<file path="config.mk">
export PLATFORM = sky130hd
export DESIGN_NAME = counter_sched
export DESIGN_NICKNAME = d
export VERILOG_FILES = /design/src/rtl/counter_sched_pkg.sv /design/src/rtl/counter_sched_arb.sv /design/src/rtl/counter_sched.sv
export SDC_FILE = /design/constraint.sdc
export NUM_CORES = 1
export LEC_CHECK = 0
export CAP_MARGIN = 30
export CORE_MARGIN = 10
export CORE_UTILIZATION = 35
export CTS_BUF_LIST = sky130_fd_sc_hd__clkbuf_4 sky130_fd_sc_hd__clkbuf_8
export DETAILED_ROUTE_END_ITERATION = 6
export PLACE_DENSITY = 0.66
export SLEW_MARGIN = 40
export SYNTH_ARGS = -nofsm -noshare
export SYNTH_HDL_FRONTEND = slang
export SYNTH_SLANG_ARGS = --single-unit
</file>
<file path="constraint.sdc">
create_clock -name clk -period 2.05 [get_ports clk]
set_input_delay 0.41 -clock clk [delete_from_list [all_inputs] [get_ports clk]]
set_output_delay 0.41 -clock clk [all_outputs]
set_load 0.05 [all_outputs]
</file>
<file path="src/rtl/counter_sched_pkg.sv">
// counter_sched shared definitions:
// command encoding, FSM states, settle counter width.
package counter_sched_pkg;

    localparam logic [1:0] CMD_NOP  = 2'b00;
    localparam logic [1:0] CMD_INC  = 2'b01;
    localparam logic [1:0] CMD_DEC  = 2'b10;
    localparam logic [1:0] CMD_LOAD = 2'b11;

    localparam int SCNT_W = 4;

    typedef enum logic [1:0] {
        ST_IDLE,
        ST_ISSUE,
        ST_SETTLE
    } state_t;

endpackage

</file>
<file path="src/rtl/counter_sched_arb.sv">
// rr_arb2: two-way round-robin arbiter.
// Holds the last-grant pointer; grant is one-hot {b, a}.
module rr_arb2 (
    input  logic       clk,
    input  logic       rst_n,
    input  logic       a_valid,
    input  logic       b_valid,
    input  logic       update,
    input  logic       sel_b,
    output logic [1:0] grant
);

    logic last_b;

    // Pointer records who was issued; resets to B so A wins the first tie.
    always_ff @(posedge clk) begin
        if (!rst_n)
            last_b <= 1'b1;
        else if (update)
            last_b <= sel_b;
    end

    // Single requester wins outright; a tie goes to the one not served last.
    always_comb begin
        grant = 2'b00;
        if (a_valid && b_valid)
            grant = last_b ? 2'b01 : 2'b10;
        else if (a_valid)
            grant = 2'b01;
        else if (b_valid)
            grant = 2'b10;
    end

endmodule

</file>
<file path="src/rtl/counter_sched.sv">
// counter_sched: arbitrates two requesters and issues
// one registered strobe per command, then waits a settle gap.
module counter_sched
    import counter_sched_pkg::*;
#(
    parameter int WIDTH  = 8,
    parameter int WRAP   = 0,
    parameter int SETTLE = 1
) (
    input  logic             clk,
    input  logic             rst_n,
    input  logic             a_valid,
    input  logic [1:0]       a_cmd,
    input  logic [WIDTH-1:0] a_data,
    output logic             a_ack,
    input  logic             b_valid,
    input  logic [1:0]       b_cmd,
    input  logic [WIDTH-1:0] b_data,
    output logic             b_ack,
    input  logic [WIDTH-1:0] cnt_val,
    output logic             cnt_inc,
    output logic             cnt_dec,
    output logic             cnt_load,
    output logic [WIDTH-1:0] cnt_ld_val,
    output logic             sat,
    output logic             busy
);

    localparam logic [WIDTH-1:0] MAX_VAL = '1;
    localparam logic [SCNT_W-1:0] SETTLE_LD = SCNT_W'(SETTLE);

    state_t            state;
    logic [SCNT_W-1:0] scnt;
    logic [1:0]        grant;
    logic              pick_b;
    logic [1:0]        req_cmd;
    logic [WIDTH-1:0]  req_data;
    logic              blk_inc;
    logic              blk_dec;

    rr_arb2 u_arb (
        .clk     (clk),
        .rst_n   (rst_n),
        .a_valid (a_valid),
        .b_valid (b_valid),
        .update  (state == ST_ISSUE),
        .sel_b   (b_ack),
        .grant   (grant)
    );

    // Select the winning command and evaluate the limit check.
    always_comb begin
        pick_b   = grant[1];
        req_cmd  = pick_b ? b_cmd  : a_cmd;
        req_data = pick_b ? b_data : a_data;
        blk_inc  = (WRAP == 0) && (cnt_val == MAX_VAL);
        blk_dec  = (WRAP == 0) && (cnt_val == '0);
    end

    // FSM; ack and strobes are registered at grant so they appear in ISSUE.
    always_ff @(posedge clk) begin
        if (!rst_n) begin
            state      <= ST_IDLE;
            scnt       <= '0;
            a_ack      <= 1'b0;
            b_ack      <= 1'b0;
            cnt_inc    <= 1'b0;
            cnt_dec    <= 1'b0;
            cnt_load   <= 1'b0;
            cnt_ld_val <= '0;
            sat        <= 1'b0;
            busy       <= 1'b0;
        end else begin
            case (state)
                ST_IDLE: begin
                    if (|grant) begin
                        a_ack <= !pick_b;
                        b_ack <= pick_b;
                        case (req_cmd)
                            CMD_INC: begin
                                cnt_inc <= !blk_inc;
                                sat     <= blk_inc;
                            end
                            CMD_DEC: begin
                                cnt_dec <= !blk_dec;
                                sat     <= blk_dec;
                            end
                            CMD_LOAD: begin
                                cnt_load   <= 1'b1;
                                cnt_ld_val <= req_data;
                            end
                            default: ;
                        endcase
                        busy  <= 1'b1;
                        state <= ST_ISSUE;
                    end
                end
                ST_ISSUE: begin
                    a_ack      <= 1'b0;
                    b_ack      <= 1'b0;
                    cnt_inc    <= 1'b0;
                    cnt_dec    <= 1'b0;
                    cnt_load   <= 1'b0;
                    cnt_ld_val <= '0;
                    sat        <= 1'b0;
                    scnt       <= SETTLE_LD;
                    state      <= ST_SETTLE;
                end
                ST_SETTLE: begin
                    scnt <= scnt - 1'b1;
                    if (scnt <= 1) begin
                        busy  <= 1'b0;
                        state <= ST_IDLE;
                    end
                end
                default: begin
                    busy  <= 1'b0;
                    state <= ST_IDLE;
                end
            endcase
        end
    end

endmodule

</file>
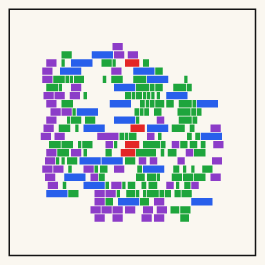
(cell classes on the final placement)
(3 px per um)
legend:
  purple:
    class: remaining buffers and delay cells
    cells: 58
    share_of_their_area: 30%
  blue:
    class: registers
    cells: 22
    share_of_their_area: 23%
  red:
    class: clock drivers and dummy loads
    cells: 4
    share_of_their_area: 2.9%
  green:
    class: remaining logic cells
    cells: 120
    share_of_their_area: 44%
utilization after layout: 53.42%
total number of placement rows: 22
post-route design area: 1956 sq um
flip-flop and latch share of the layout cell area: 22.52%
area of the core region: 3661 sq um

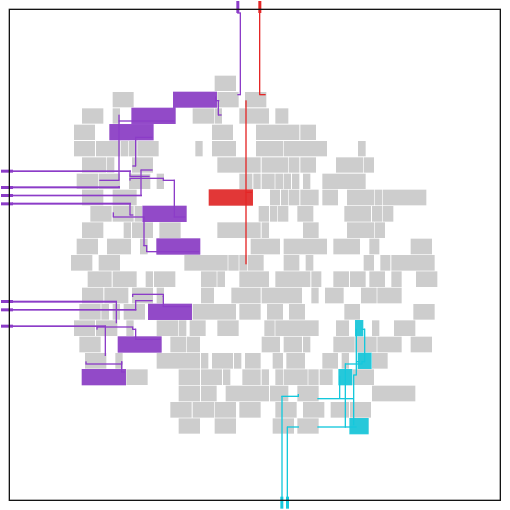
(wires at chosen ports, followed through buffers)
(6 px per um)
legend:
  cyan:
    port: b_cmd
    bits: 2
    direction: input
    end_cells: 4
    buffers: 2
    wire: 86.6 um
  purple:
    port: cnt_ld_val
    bits: 8
    direction: output
    end_cells: 8
    buffers: 8
    wire: 277 um
  red:
    port: a_ack
    bits: 1
    direction: output
    end_cells: 1
    buffers: 1
    wire: 42.8 um

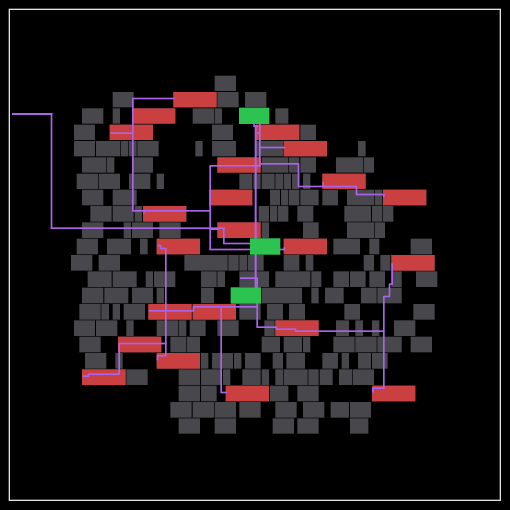
(clock distribution)
(6 px per um)
legend:
  green:
    item: clock-net drivers
    count: 3
  red:
    item: flip-flops
    count: 22
  purple:
    item: clock wires
    length: 353 um
routed clock nets: 4
clock insertion delay at the later pin of the skew report: 270 ps
power in the clock group: 0.326 mW
clock network fraction of total power: 21.1%
Worst Skew: 4.404 ps

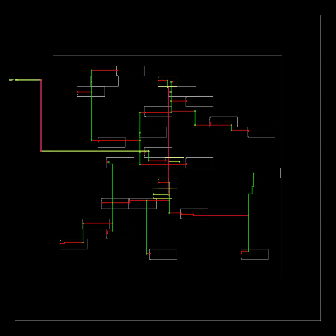
(the clock network)
number of sinks on the clock net: 22
number of flip-flops and latches: 22
CLK BUF: 4
number of clock buffers inserted by TritonCTS: 3

==> flow_metrics.rpt <==
==== FLOW RESULTS ====
----------------------------------------------------
[Final layout]
  Number of flip-flops under the largest register name ........................ 8
  Layout cell share with drive strength beyond 1 ........................ 14.71%
  Largest Register ........................ cnt_ld_val
  ClkCell Share ........................ 2.815%
  Final layout net count ........................ 244
  Fraction of area in multi-input gates ........................ about 41%
  Combinational Area ........................ 810.8 sq um
  Non-filler cells in the finished layout ........................ 252
  Regs by FF count ........................ cnt_ld_val x8, scnt x4, state x2
  Number of ordinary inverters in the final layout ........................ 7
  Leading cell type in the layout, fill and taps excluded ........................ clkdlybuf4s50_1
  Sequential cell area in the final layout ........................ ~440 sq um
  # fillers ........................ roughly 350
  Non-clock buffer share ........................ between 20% and 30%
  Most frequent cells in the layout ........................ 46 x clkdlybuf4s50_1, 26 x nand2_1, 22 x dfxtp_1

[Global routing]
  Maximum number of pins on one net before global-route repair ........................ 16
  Overall Global Routing Usage ........................ 11.85%
  Grt ovf ........................ 0
  Initial antenna violation count ........................ 0
  Via count of the first global-routing pass ........................ 1395
  M3 GR Usage ........................ roughly 4.9%
  Global routing's busiest layer ........................ met2
  Met2 Resource Use GR ........................ 21.09%

[Pwr]
  Net switching fraction of the power ........................ 36.79%
  Net switching power ........................ around 0.57 mW
  Internal power consumption ........................ 0.9785 mW
  Power density normalized to cell area ........................ ~790 nW/um^2
  Final Total Pwr ........................ 1.548 mW
  Peak supply drop ........................ between 0.0002 and 0.0003 V
  Combinational group share of total power ........................ 45.1%
  Comb pwr ........................ about 0.7 mW

[Synth]
  Synth cell types ........................ 39
  Leading cell type by number of instances after synthesis ........................ nand2_1
  Proportion of register bits with asynchronous set or reset after synthesis ........................ 0%
  Number of synthesis warnings ........................ 0
  Top-area cell share ........................ 33.18%
  Number of flip-flops and latches in the synthesized netlist ........................ 22
  Post-Syn Area ........................ 1328 sq um
  Post-synthesis compound-gate area fraction ........................ 15.36%
  Yosys stat cell total ........................ roughly 150
  Commonest cells in the netlist ........................ 26 x nand2_1, 22 x dfxtp_1, 13 x mux2i_1
  Number of flops mapped to enable cells by yosys ........................ 0
  Cell types with the largest area share after synthesis ........................ dfxtp_1 33%, mux2i_1 9.8%, mux2_2 7.6%
  Chip Area, Yosys ........................ 1328 sq um
  Cell count after synthesis ........................ between 100 and 150

[Floorplanning]
  Die Outline Area ........................ 6656 sq um
  Ports ........................ approximately 47
  Tap Cells ........................ 48
  Floorplan core density ........................ 36.26%
  Horizontal extent of the die ........................ 81.59 um

[Min path]
  Worst Hold Class ........................ reg -> reg
  Endpoint of the worst hold path ........................ cnt_ld_val[0]
  Start point of the worst hold path ........................ cnt_ld_val[0]

[STA]
  Worst-case headroom to the max-slew limit ........................ approximately 65%
  Share of the clock period used by the worst path ........................ 91.86%
  Final setup viols ........................ 0
  Min Hold Slack ........................ 458.9 ps
  FMAX ........................ 0.5310 GHz

[Clock network]
  # resized after CTS ........................ 0
  CTS Hold Buffers Added ........................ 0
  Post-CTS Setup Bufs ........................ 0
  Maximum level of the CTS H-tree ........................ 1

[Setup path]
  Instance count on the critical path ........................ 1
  Highest fanout seen on the critical path ........................ 3
  Reg2Reg Depth ........................ 7
  Critical path's top delay family ........................ buffers and inverters
  Worst R2R Start ........................ state[0]
  Startpoint type of the worst setup path ........................ register
  Critical path required time ........................ roughly 1600 ps

[Detailed routing]
  Final WL ........................ 3.671 mm
  Met2 Routed Length ........................ roughly 1.8 mm
  Uppermost routed layer ........................ met4
  Violation count after the first detailed-routing iteration ........................ between 70 and 80
  Wire length per cell ........................ between 10 and 15 um
  Remaining number of nets flagged by the antenna check after routing ........................ 0
  Wl on met1 ........................ 1.480 mm
  Remaining design rule violation count ........................ 0

[Placement]
  # placed instances ........................ 248
  HPWL after detailed placement ........................ between 2 and 3 mm

[Status]
  Run status ........................ complete, no violations

----------------------------------------------------
Power and IR drop assume default switching activity.
